--- src/rtl/uart_rx_ovs.sv ---
// Oversampled UART receiver: 2-flop sync, 3-sample majority vote, parity/stop checks, break hold-off.
// Latency: word and flags are registered one clk after the last stop bit's decision tick (2 clk sync ahead).
// Backpressure: single output register; a word completing while it is full and not being taken is dropped with an overrun pulse.
// Ports: clk/rst_n; rx serial in; m_data/m_valid/m_ready output handshake;
//        parity_err/frame_err/break_det flags qualified by m_valid; overrun pulse; busy = FSM not idle.
module uart_rx_ovs #(
    parameter int DATA_WIDTH = 8,
    parameter int CLK_FREQ   = 100_000_000,
    parameter int BAUD_RATE  = 115200,
    parameter int OVS        = 16,
    parameter int PARITY_EN  = 0,
    parameter int PARITY_ODD = 0,
    parameter int STOP_BITS  = 1
) (
    input  logic                  clk,
    input  logic                  rst_n,
    input  logic                  rx,
    output logic [DATA_WIDTH-1:0] m_data,
    output logic                  m_valid,
    input  logic                  m_ready,
    output logic                  parity_err,
    output logic                  frame_err,
    output logic                  break_det,
    output logic                  overrun,
    output logic                  busy
);

    localparam int   DIV      = CLK_FREQ / (BAUD_RATE * OVS);
    localparam int   DIV_W    = (DIV > 1) ? $clog2(DIV) : 1;
    localparam int   TICK_W   = $clog2(OVS);
    localparam int   BIT_W    = $clog2(DATA_WIDTH);
    localparam int   BIT_CLKS = DIV * OVS;
    localparam int   IDLE_W   = $clog2(BIT_CLKS);
    localparam logic PAR_REF  = (PARITY_ODD != 0) ? 1'b1 : 1'b0;

    generate
        if (DATA_WIDTH < 5 || DATA_WIDTH > 9 || OVS < 8 || OVS > 32 || (OVS % 2) != 0 ||
            STOP_BITS < 1 || STOP_BITS > 2 || PARITY_EN < 0 || PARITY_EN > 1 ||
            PARITY_ODD < 0 || PARITY_ODD > 1 || DIV < 1) begin : g_param_err
            $error("uart_rx_ovs: illegal parameter combination");
        end
    endgenerate

    typedef enum logic [2:0] {S_IDLE, S_START, S_DATA, S_PARITY, S_STOP} state_t;

    state_t                  state, state_nxt;
    logic                    rx_meta, rx_s;
    logic [DIV_W-1:0]        div_cnt;
    logic [TICK_W-1:0]       tick_cnt;
    logic [BIT_W-1:0]        bit_cnt;
    logic                    stop_cnt;
    logic [1:0]              smp;
    logic [DATA_WIDTH-1:0]   shreg;
    logic                    par_acc, fe_acc, zero_acc;
    logic                    brk_hold;
    logic [IDLE_W-1:0]       idle_cnt;

    logic tick_first, tick_last, decide, bit_end, vote, last_stop, frame_done;
    logic pe_final, fe_final, brk_final;

    // rx is asynchronous; sync flops idle high so reset never looks like a start bit
    always_ff @(posedge clk or negedge rst_n) begin
        if (!rst_n) begin
            rx_meta <= 1'b1;
            rx_s    <= 1'b1;
        end else begin
            rx_meta <= rx;
            rx_s    <= rx_meta;
        end
    end

    assign tick_first = (div_cnt == '0);
    assign tick_last  = (div_cnt == DIV_W'(DIV - 1));
    // samples land on the first clk of ticks OVS/2-1 and OVS/2; the vote uses the live value at OVS/2+1
    assign decide     = tick_first && (tick_cnt == TICK_W'(OVS / 2 + 1));
    assign bit_end    = tick_last && (tick_cnt == TICK_W'(OVS - 1));
    assign vote       = (smp[0] & smp[1]) | (smp[0] & rx_s) | (smp[1] & rx_s);
    assign last_stop  = (stop_cnt == 1'(STOP_BITS - 1));

    assign pe_final  = (PARITY_EN != 0) && (par_acc != PAR_REF);
    assign fe_final  = fe_acc | ~vote;
    // with two stop bits the first one has already been folded into zero_acc
    assign brk_final = zero_acc & (stop_cnt | ~vote);

    always_ff @(posedge clk or negedge rst_n) begin
        if (!rst_n) state <= S_IDLE;
        else        state <= state_nxt;
    end

    always_comb begin
        state_nxt  = state;
        frame_done = 1'b0;
        case (state)
            S_IDLE:   if (!brk_hold && !rx_s) state_nxt = S_START;
            S_START:  if (decide && vote) state_nxt = S_IDLE;
                      else if (bit_end)   state_nxt = S_DATA;
            S_DATA:   if (bit_end && bit_cnt == BIT_W'(DATA_WIDTH - 1))
                          state_nxt = (PARITY_EN != 0) ? S_PARITY : S_STOP;
            S_PARITY: if (bit_end) state_nxt = S_STOP;
            // leave at the decision tick so a back-to-back start bit is not missed
            S_STOP:   if (decide && last_stop) begin
                          state_nxt  = S_IDLE;
                          frame_done = 1'b1;
                      end
            default:  state_nxt = S_IDLE;
        endcase
    end

    // tick generator, parked at zero while idle so START always begins at tick 0
    always_ff @(posedge clk or negedge rst_n) begin
        if (!rst_n) begin
            div_cnt  <= '0;
            tick_cnt <= '0;
        end else if (state == S_IDLE) begin
            div_cnt  <= '0;
            tick_cnt <= '0;
        end else if (tick_last) begin
            div_cnt  <= '0;
            tick_cnt <= (tick_cnt == TICK_W'(OVS - 1)) ? '0 : tick_cnt + TICK_W'(1);
        end else begin
            div_cnt  <= div_cnt + DIV_W'(1);
        end
    end

    always_ff @(posedge clk or negedge rst_n) begin
        if (!rst_n) begin
            smp      <= 2'b11;
            shreg    <= '0;
            bit_cnt  <= '0;
            stop_cnt <= 1'b0;
            par_acc  <= 1'b0;
            fe_acc   <= 1'b0;
            zero_acc <= 1'b1;
        end else if (state == S_IDLE) begin
            bit_cnt  <= '0;
            stop_cnt <= 1'b0;
            par_acc  <= 1'b0;
            fe_acc   <= 1'b0;
            zero_acc <= 1'b1;
        end else begin
            if (tick_first && tick_cnt == TICK_W'(OVS / 2 - 1)) smp[0] <= rx_s;
            if (tick_first && tick_cnt == TICK_W'(OVS / 2))     smp[1] <= rx_s;
            case (state)
                S_DATA: begin
                    if (decide) begin
                        shreg    <= {vote, shreg[DATA_WIDTH-1:1]};
                        par_acc  <= par_acc ^ vote;
                        zero_acc <= zero_acc & ~vote;
                    end
                    if (bit_end)
                        bit_cnt <= (bit_cnt == BIT_W'(DATA_WIDTH - 1)) ? '0 : bit_cnt + BIT_W'(1);
                end
                S_PARITY: if (decide) begin
                    par_acc  <= par_acc ^ vote;
                    zero_acc <= zero_acc & ~vote;
                end
                S_STOP: begin
                    if (decide) begin
                        fe_acc <= fe_acc | ~vote;
                        if (!stop_cnt) zero_acc <= zero_acc & ~vote;
                    end
                    if (bit_end) stop_cnt <= 1'b1;
                end
                default: ;
            endcase
        end
    end

    // after a break the line must sit high for a whole bit before a new start bit is trusted
    always_ff @(posedge clk or negedge rst_n) begin
        if (!rst_n) begin
            brk_hold <= 1'b0;
            idle_cnt <= '0;
        end else if (frame_done && brk_final) begin
            brk_hold <= 1'b1;
            idle_cnt <= '0;
        end else if (brk_hold && state == S_IDLE) begin
            if (!rx_s) begin
                idle_cnt <= '0;
            end else if (idle_cnt == IDLE_W'(BIT_CLKS - 1)) begin
                brk_hold <= 1'b0;
                idle_cnt <= '0;
            end else begin
                idle_cnt <= idle_cnt + IDLE_W'(1);
            end
        end
    end

    always_ff @(posedge clk or negedge rst_n) begin
        if (!rst_n) begin
            m_data     <= '0;
            m_valid    <= 1'b0;
            parity_err <= 1'b0;
            frame_err  <= 1'b0;
            break_det  <= 1'b0;
            overrun    <= 1'b0;
        end else begin
            overrun <= 1'b0;
            if (frame_done && m_valid && !m_ready) begin
                overrun <= 1'b1;
            end else if (frame_done) begin
                m_data     <= shreg;
                m_valid    <= 1'b1;
                parity_err <= pe_final;
                frame_err  <= fe_final;
                break_det  <= brk_final;
            end else if (m_valid && m_ready) begin
                m_valid <= 1'b0;
            end
        end
    end

    assign busy = (state != S_IDLE);

endmodule

--- config.mk ---
export PLATFORM = sky130hd
export DESIGN_NAME = uart_rx_ovs
export DESIGN_NICKNAME = d
export VERILOG_FILES = /design/src/rtl/uart_rx_ovs.sv
export SDC_FILE = /design/constraint.sdc
export NUM_CORES = 1
export LEC_CHECK = 0
export CAP_MARGIN = 5
export CORE_ASPECT_RATIO = 0.8
export CORE_MARGIN = 4
export CORE_UTILIZATION = 50
export CTS_BUF_LIST = sky130_fd_sc_hd__clkbuf_16
export CTS_CLUSTER_DIAMETER = 200
export DETAILED_ROUTE_END_ITERATION = 6
export PLACE_DENSITY = 0.66
export SYNTH_ARGS = -nofsm -noshare
export SYNTH_HDL_FRONTEND = slang
export SYNTH_SLANG_ARGS = --single-unit
export TNS_END_PERCENT = 5
--- constraint.sdc ---
create_clock -name clk -period 4.6 [get_ports clk]
set_input_delay 1.38 -clock clk [delete_from_list [all_inputs] [get_ports clk]]
set_output_delay 1.38 -clock clk [all_outputs]
set_load 0.005 [all_outputs]
Fig. 1: metal layers overlaid
Two of the layers only.
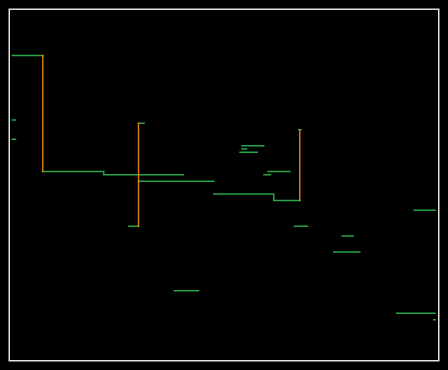
met3: marked green, wire length 121 um. met4: marked orange, wire length 61.2 um.

Fig. 2: I/O pins on the die edge
Pins as bars across the die edge, other pins in gray.
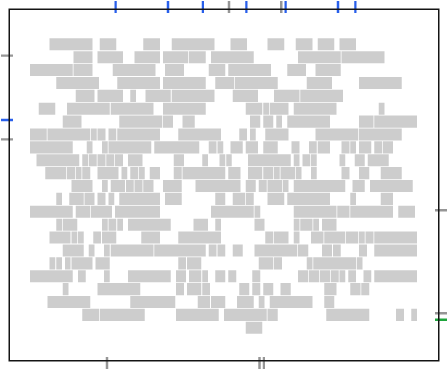
parity_err: marked green, pins 1, direction output, edge east. m_data: marked blue, pins 8, direction output, edge 7 north, 1 west.
Chip Height: 73.9 um
total of buffers placed on input and output ports: 16

Fig. 3: clock distribution
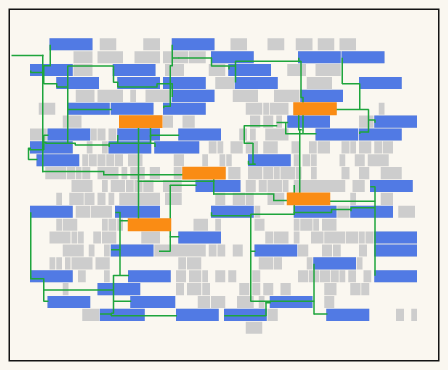
clock wires: marked green, length 655 um. cells driving clock nets: marked orange, count 5. flip-flops: marked blue, count 54.
Position of the flops: all over the die.

==> results.txt <==
run metrics: Simple Share, Synth 0.179, share of flip-flops with an asynchronous set or reset after synthesis 1.00, count leader, synth dfrtp_1, Setup WS post-layout 1.33 ns, cell type taking the most area flip-flops and latches, Reg2Reg Launch Point idle_cnt[0], Overall Global Routing Usage 0.174, area of the mapped netlist 0.00271 mm^2, sink of the worst hold path rx_s, mean cell area of the mapped netlist 10.7 um^2, status finished clean, area of the core region 0.00512 mm^2, area of the multi-input gates 0.00124 mm^2, shortest clock period the worst path allows after layout 3.27 ns, clk_buf instances 5, clock tree from TritonCTS done, combinational cell power 12.5 uW, total of flip-flops plus latches after synthesis 54, Synth Warn # 0, setup bufs post-CTS 0, wire length on met3 120 um, synthesized-area fraction occupied by ao, oa, aoi and oai cells 0.121, Post-Synthesis Net Count 267, Critical Path, Cell by Cell nor3_1, buf_4, inv_1, clkdlybuf4s50_1, TNS Setup 0 ns, most numerous logic cell after layout dfrtp_1, initial DRC count 78, top layer reached by signal wires met4, hpwl dp about 3700 um, Buffers & Inverters on Critical Path 3, final antenna diode count 0, total clock buffers created by CTS 5, Worst setup EP type output port, number of distinct library cells after synthesis 53, non-clock inverter count 14, TritonCTS sink count 54, cell depth of the worst hold path 0, Top power group registers, switching component of the power 178 uW, slowest library cell on the worst path dfrtp_1, antenna-violating nets left 0, total overflow reported by the global router 0, Primary FF master, synth dfrtp_1, power density over cell area 313 mW/mm^2, final worst path period share 0.711, met2 routed wirelength 2280 um, Post-DP Area between 0.002 and 0.003 mm^2, max reg flops 10, Chip Area, Yosys 0.00271 mm^2, Static Leakage about 1.4 nW, width of the die 90.4 um, xor/xnor share 0.0161, number of global-route vias before repair 1921, final net count 281, met2 usage 0.252, total vias in the final route 1923, met1 Use GR 0.262, number of violations of the max-capacitance limit 0, most flop-heavy register idle_cnt, element type at the critical path start register, largest clock skew in the final design 0.00571 ns, filler cell count 444, cell count after placement between 300 and 400, Final Total Pwr 967 uW, sequential share of power 0.494, data arrival time of the critical path 1.89 ns, die area 0.00668 mm^2, sequential fraction of the synthesis area 0.500, Clock Root Buffer clkbuf_16, reg2reg end idle_cnt[7], Clock Network Area Fraction 0.0612, Largest regs idle_cnt: 10 flops, m_data: 8 flops, shreg: 8 flops, tightest slew margin relative to the limit 0.305, Post-Route WL about 5300 um, Area contributors post-synth dfrtp_1 45%, mux2_4 5.0%, dfstp_2 4.8%, ha_1 4.2%, mux2_2 3.7%, Worst Max-Slew Pin Slew 1.03 ns, number of setup violations in the final report 0, met1 WL 2810 um, post-synthesis cell count from yosys ~250, Critical Path Fanout Max 14, number of H-tree branching levels 2, Layout area overhead 13.8%, number of endpoints with negative hold slack in the final report 0, buffer levels on the longest clock path 2, count of warning messages emitted by the tools 30, critical path depth in cells 4, Resized cells post-CTS 0, met3 GRT Util 0.0317, fp util 0.530, reported clock group power 476 uW, Yosys top cell area share 0.452, global-route wire length before repair 9220 um, number of cells on the worst reg-to-reg path 5, dpl ws roughly 1.5 ns, fraction of cell area in non-clock buffers 0.0551, post-route standard cell area excluding fillers 0.00309 mm^2, multi-input combinational cell count 175, logic gate fraction of the total cell area 0.402, top cells by instance count after synthesis 49 x dfrtp_1, 21 x nor2_1, 15 x nand2_1, number of flops mapped to enable cells by yosys 0, Int Pwr 789 uW, VDD IR-drop max ~0.00017 V, CP startpoint state[1], Remaining DRCs 0, Net Sw Frac 0.184, origin of the worst min-delay path rx_meta, hold bufs inserted after CTS 0, CTS clk-pin slew, worst paths about 0.07 ns, Slowest Stage Delay on Critical Path 0.58 ns, number of slew-limit violations in the final report 0, area occupied by registers 0.00136 mm^2, crit path kind register to output port, pin count of the biggest net entering global routing 34, gate count of the mapped netlist 254, flip-flops 54, vias per std cell 5.81, highest clock frequency the design can meet 306 MHz, P_seq 478 uW, tap cells between 60 and 70, post-route non-filler standard cell count roughly 330, share of cells above drive strength 1 0.156, Critical path destination busy, Insertion Delay late pin 0.29 ns
Fig. 4: placement by cell class
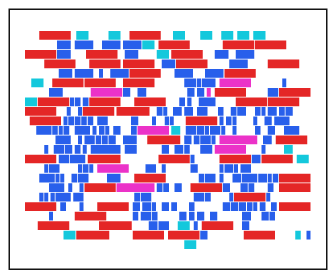
all other logic: marked blue, cells 189. clock drivers and dummy loads: marked magenta, cells 8. flip-flops: marked red, cells 54. other buffers and delay cells: marked cyan, cells 18.
final core area utilization: 0.603
number of rows in the core area: 23
Seq area share: 0.440

Fig. 5: track usage over the die
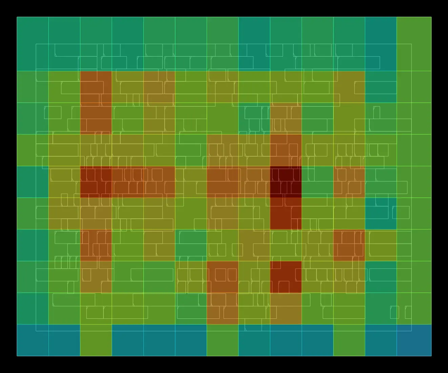
layer with the highest usage after global routing: met1
Routed wire per std cell: 15.9 um

Power and IR drop assume default switching activity.
